**src/rtl/clkdiv_ctrl.sv**
```systemverilog
`timescale 1ns/1ps
`default_nettype none
// ============================================================================
// Module : clkdiv_ctrl
// Brief  : Two-requester arbiter that ramps a downstream divider ratio one
//          settled step at a time.
// Rev    : 1.0  initial release
// ============================================================================
module clkdiv_ctrl #(
    parameter int n         = 8,
    parameter int div_init  = 4,
    parameter int step_wait = 4
) (
    input  logic         clk,
    input  logic         rst,
    input  logic [1:0]   req,
    input  logic [n-1:0] div0,
    input  logic [n-1:0] div1,
    input  logic         busy,
    output logic [n-1:0] div,
    output logic [1:0]   gnt,
    output logic         done,
    output logic         active
);

    localparam logic [2:0] S_IDLE   = 3'd0;
    localparam logic [2:0] S_STEP   = 3'd1;
    localparam logic [2:0] S_ARM    = 3'd2;
    localparam logic [2:0] S_SETTLE = 3'd3;
    localparam logic [2:0] S_HOLD   = 3'd4;
    localparam logic [2:0] S_FIN    = 3'd5;

    localparam logic [n-1:0] c_DIV_INIT  = n'(div_init);
    localparam logic [n-1:0] c_ZERO      = '0;
    localparam logic [n-1:0] c_ONE       = n'(1);
    localparam logic [7:0]   c_HOLD_LOAD = 8'(step_wait);
    localparam logic [9:0]   c_WAIT_LAST = 10'd1023;

    logic [2:0]   state_q, state_d;
    logic [n-1:0] div_q, div_d;
    logic [n-1:0] tgt_q, tgt_d;
    logic [7:0]   hold_q, hold_d;
    logic [9:0]   wait_q, wait_d;
    logic [1:0]   gnt_q, gnt_d;
    logic         last_q, last_d;
    logic         start_q;
    logic         busy_meta_q, busy_s_q;
    logic         w_pick;

    // Index of the winner: on a tie, the requester not served last.
    assign w_pick = (req == 2'b11) ? ~last_q : req[1];

    always_ff @(posedge clk or negedge rst) begin
        if (!rst) begin
            state_q     <= S_IDLE;
            div_q       <= c_DIV_INIT;
            tgt_q       <= c_DIV_INIT;
            hold_q      <= 8'd0;
            wait_q      <= 10'd0;
            gnt_q       <= 2'b00;
            last_q      <= 1'b1;
            start_q     <= 1'b0;
            busy_meta_q <= 1'b0;
            busy_s_q    <= 1'b0;
        end else begin
            state_q     <= state_d;
            div_q       <= div_d;
            tgt_q       <= tgt_d;
            hold_q      <= hold_d;
            wait_q      <= wait_d;
            gnt_q       <= gnt_d;
            last_q      <= last_d;
            start_q     <= 1'b1;
            busy_meta_q <= busy;
            busy_s_q    <= busy_meta_q;
        end
    end

    always_comb begin
        state_d = state_q;
        div_d   = div_q;
        tgt_d   = tgt_q;
        hold_d  = hold_q;
        wait_d  = wait_q;
        gnt_d   = 2'b00;
        last_d  = last_q;
        case (state_q)
            S_IDLE: begin
                // start_q keeps the first grant off the first edge after reset.
                if (start_q && (req != 2'b00)) begin
                    gnt_d   = w_pick ? 2'b10 : 2'b01;
                    last_d  = w_pick;
                    tgt_d   = w_pick ? div1 : div0;
                    state_d = S_STEP;
                end
            end
            S_STEP: begin
                if (div_q == tgt_q) begin
                    state_d = S_FIN;
                end else begin
                    if ((tgt_q == c_ZERO) || (div_q == c_ZERO)) begin
                        div_d = tgt_q;
                    end else if (tgt_q > div_q) begin
                        div_d = div_q + c_ONE;
                    end else begin
                        div_d = div_q - c_ONE;
                    end
                    wait_d  = 10'd0;
                    state_d = S_ARM;
                end
            end
            S_ARM: begin
                if (busy_s_q) begin
                    state_d = S_SETTLE;
                end else if (wait_q == c_WAIT_LAST) begin
                    hold_d  = c_HOLD_LOAD;
                    state_d = S_HOLD;
                end else begin
                    wait_d = wait_q + 10'd1;
                end
            end
            S_SETTLE: begin
                if (!busy_s_q) begin
                    hold_d  = c_HOLD_LOAD;
                    state_d = S_HOLD;
                end
            end
            S_HOLD: begin
                if (hold_q <= 8'd1) begin
                    hold_d  = 8'd0;
                    state_d = S_STEP;
                end else begin
                    hold_d = hold_q - 8'd1;
                end
            end
            S_FIN: begin
                state_d = S_IDLE;
            end
            default: begin
                state_d = S_IDLE;
            end
        endcase
    end

    always_comb begin
        done   = (state_q == S_FIN);
        active = (state_q != S_IDLE);
    end

    assign div = div_q;
    assign gnt = gnt_q;

endmodule
`default_nettype wire

```
**config.mk**
```make
export PLATFORM = sky130hd
export DESIGN_NAME = clkdiv_ctrl
export DESIGN_NICKNAME = d
export VERILOG_FILES = /design/src/rtl/clkdiv_ctrl.sv
export SDC_FILE = /design/constraint.sdc
export NUM_CORES = 1
export LEC_CHECK = 0
export CELL_PAD_IN_SITES_DETAIL_PLACEMENT = 1
export CELL_PAD_IN_SITES_GLOBAL_PLACEMENT = 1
export CORE_ASPECT_RATIO = 0.9
export CORE_MARGIN = 3
export CORE_UTILIZATION = 40
export CTS_BUF_LIST = sky130_fd_sc_hd__clkbuf_16
export CTS_CLUSTER_SIZE = 25
export DETAILED_ROUTE_END_ITERATION = 8
export HOLD_SLACK_MARGIN = 0.06
export PLACE_DENSITY = 0.81
export RECOVER_POWER = 50
export SYNTH_ARGS = -nofsm -noshare
export SYNTH_HDL_FRONTEND = slang
export SYNTH_SLANG_ARGS = --single-unit
```
**constraint.sdc**
```tcl
create_clock -name clk -period 4.5 [get_ports clk]
set_clock_uncertainty 0.15 [all_clocks]
set_input_delay 0.9 -clock clk [delete_from_list [all_inputs] [get_ports clk]]
set_output_delay 0.9 -clock clk [all_outputs]
set_load 0.1 [all_outputs]
```
==> out/qor.yml <==
synth_seq_share: 0.421
grt_max_degree: 44
antenna_found_initial: 0
violations: "max-capacitance violations, max-slew violations"
nets: 346
die_area_um2: 7410
synthToLayoutAreaGrowth_pct: 20.2
grt_util_met3: 0.0302
clk_pin_slew_ns: 0.06
crit_required_ns: 4.57
hold_path.class: "reg -> reg"
ys_cells: 275
slew_violations: 44
hold_viol: 0
status: "finished, violations left"
floorplan.nets: 315
synthFlopType: "dfrtp_1"
min_path_cells: 0
ios: 33
insertion_delay_ns: 0.29
cp-start-kind: "register"
ant_nets: 0
drt_iter0_drc: 103
fmax_mhz: 246
worstSetupPathType: "reg -> reg"
fp_util: 0.415
comb_area_um2: 1380
drt_first_pass_iters: 4
path_depth: 13
port_buffers: 32
cp-end-kind: "register"
cpPeakStageDelay_ns: 0.58
cap_violations: 1
crit_family: "simple AND/OR/NAND/NOR gates"
cells in the mapped netlist (all sizes together), types with 2 or more instances:
master,count
xnor2,6
nand4,4
and4,2
ha,18
a211oi,3
nor2,34
o21ai,16
or3,2
nor3,8
o31ai,2
xor2,8
or4,2
and3,5
nand3,7
buf,3
clkbuf,5
dfrtp,40
nor4,3
a21oi,25
nand2b,2
dfstp,3
a21o,3
mux2i,10
nand2,21
o211ai,3
a31oi,5
o211a,2
inv,16
cell families after synthesis:
family / share of synthesized area
multiplexers: 0.0434
adder cells (fa/ha/maj): 0.0956
buffers and inverters: 0.0414
AND-OR/OR-AND: 0.174
XOR/XNOR: 0.0478
other: 0.00146
flip-flops: 0.421
AND/OR/NAND/NOR: 0.176
sequential cells by signal, summed over array words and instances (netlist names):
signal,count
busy_meta_q,1
busy_s_q,1
div,8
gnt,2
hold_q,8
last_q,1
start_q,1
state_q,3
tgt_q,8
wait_q,10
final timing paths:
check                           slack (ns)   endpoint        start
min in group asynchronous             1.19  wait_q[8]          rst
worst max-delay path                  0.43     div[7]       div[2]
worst min-delay path                  0.21   busy_s_q  busy_meta_q
max in group asynchronous             1.65   tgt_q[3]          rst
worst min register to register        0.21   busy_s_q  busy_meta_q
worst max register to register        0.43     div[7]       div[2]
final cells by class:
class,instances,area share
Inverter,16,0.0195
Timing Repair Buffer,32,0.102
Sequential cell,43,0.350
Clock buffer,5,0.0406
Multi-Input combinational cell,208,0.447
Clock inverter,3,0.00527
Tap cell,87,0.0353
through the flow:
step           setup slack, ns   util  hold slack [ns]
2_1_floorplan            0.361      -            0.181
3_3_place_gp             0.731  0.476            0.185
3_5_place_dp             0.496  0.476            0.194
4_1_cts                  0.455  0.499            0.209
5_1_grt                  0.172  0.499            0.212
6_report                 0.434  0.499            0.207
layer usage:
layer | wire length, um | part of all wire
met3 | 149 | 0.023
met4 | 46 | 0.0071
met1 | 3070 | 0.47
met5 | 0 | 0
met2 | 3200 | 0.50
Fig. 1: register map, names as in the netlist
Bar = 20 um. Other sequential cells in the stronger gray, the rest of the logic in the fainter gray.
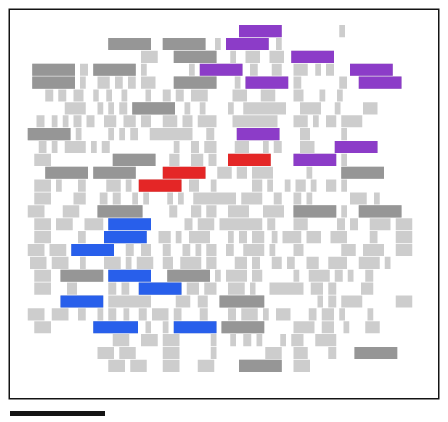
red -> `state_q`  # flops 3
purple -> `wait_q`  # flops 10
blue -> `tgt_q`  # flops 8
not colored = 22
area occupied by registers: 1080 um2
flop share of the area: 0.350

Fig. 2: signal wires by layer
Bar = 20 um.
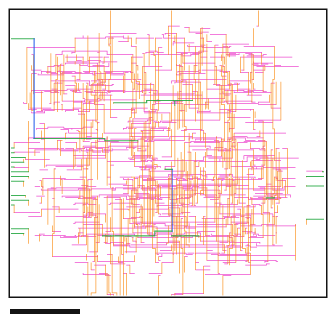
orange -> metal 2  # wire length 3200 um
magenta -> metal 1  # wire length 3070 um
blue -> metal 4  # wire length 46.2 um
green -> metal 3  # wire length 150 um
GRT Util Overall: 0.185
routed len/inst: 16.4 um
final wirelength: 6470 um
DR vias: 2143

Fig. 3: wiring heat map
Bar = 20 um. The die is cut into 18 by 16 equal tiles; dark blue is low, red is high, scaled to the fullest tile. Values are wire area over tile area, all layers added.
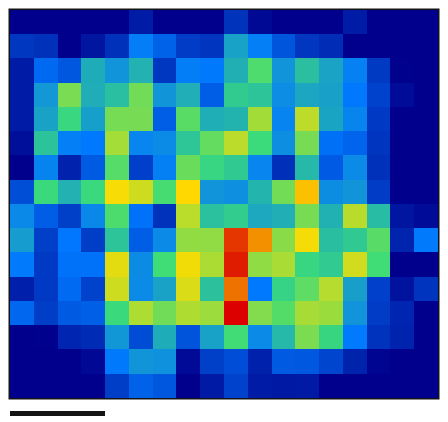
nearly empty tiles = 19%
densest ninth of the die = middle
emptiest ninth of the die = top right
fullest tile = 0.48

Fig. 4: cells colored by class
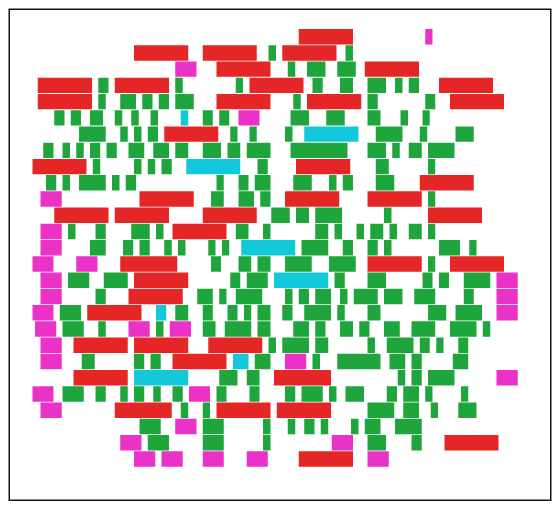
red -> flops  # cells 43, share of their area 36%
magenta -> other buffers and delay cells  # cells 32, share of their area 11%
green -> combinational and other logic  # cells 224, share of their area 48%
cyan -> clock drivers and dummy loads  # cells 8, share of their area 4.8%
Rows: 27
post-route cell area: 3080 um2
core area: 6180 um2
Final Util: 0.499

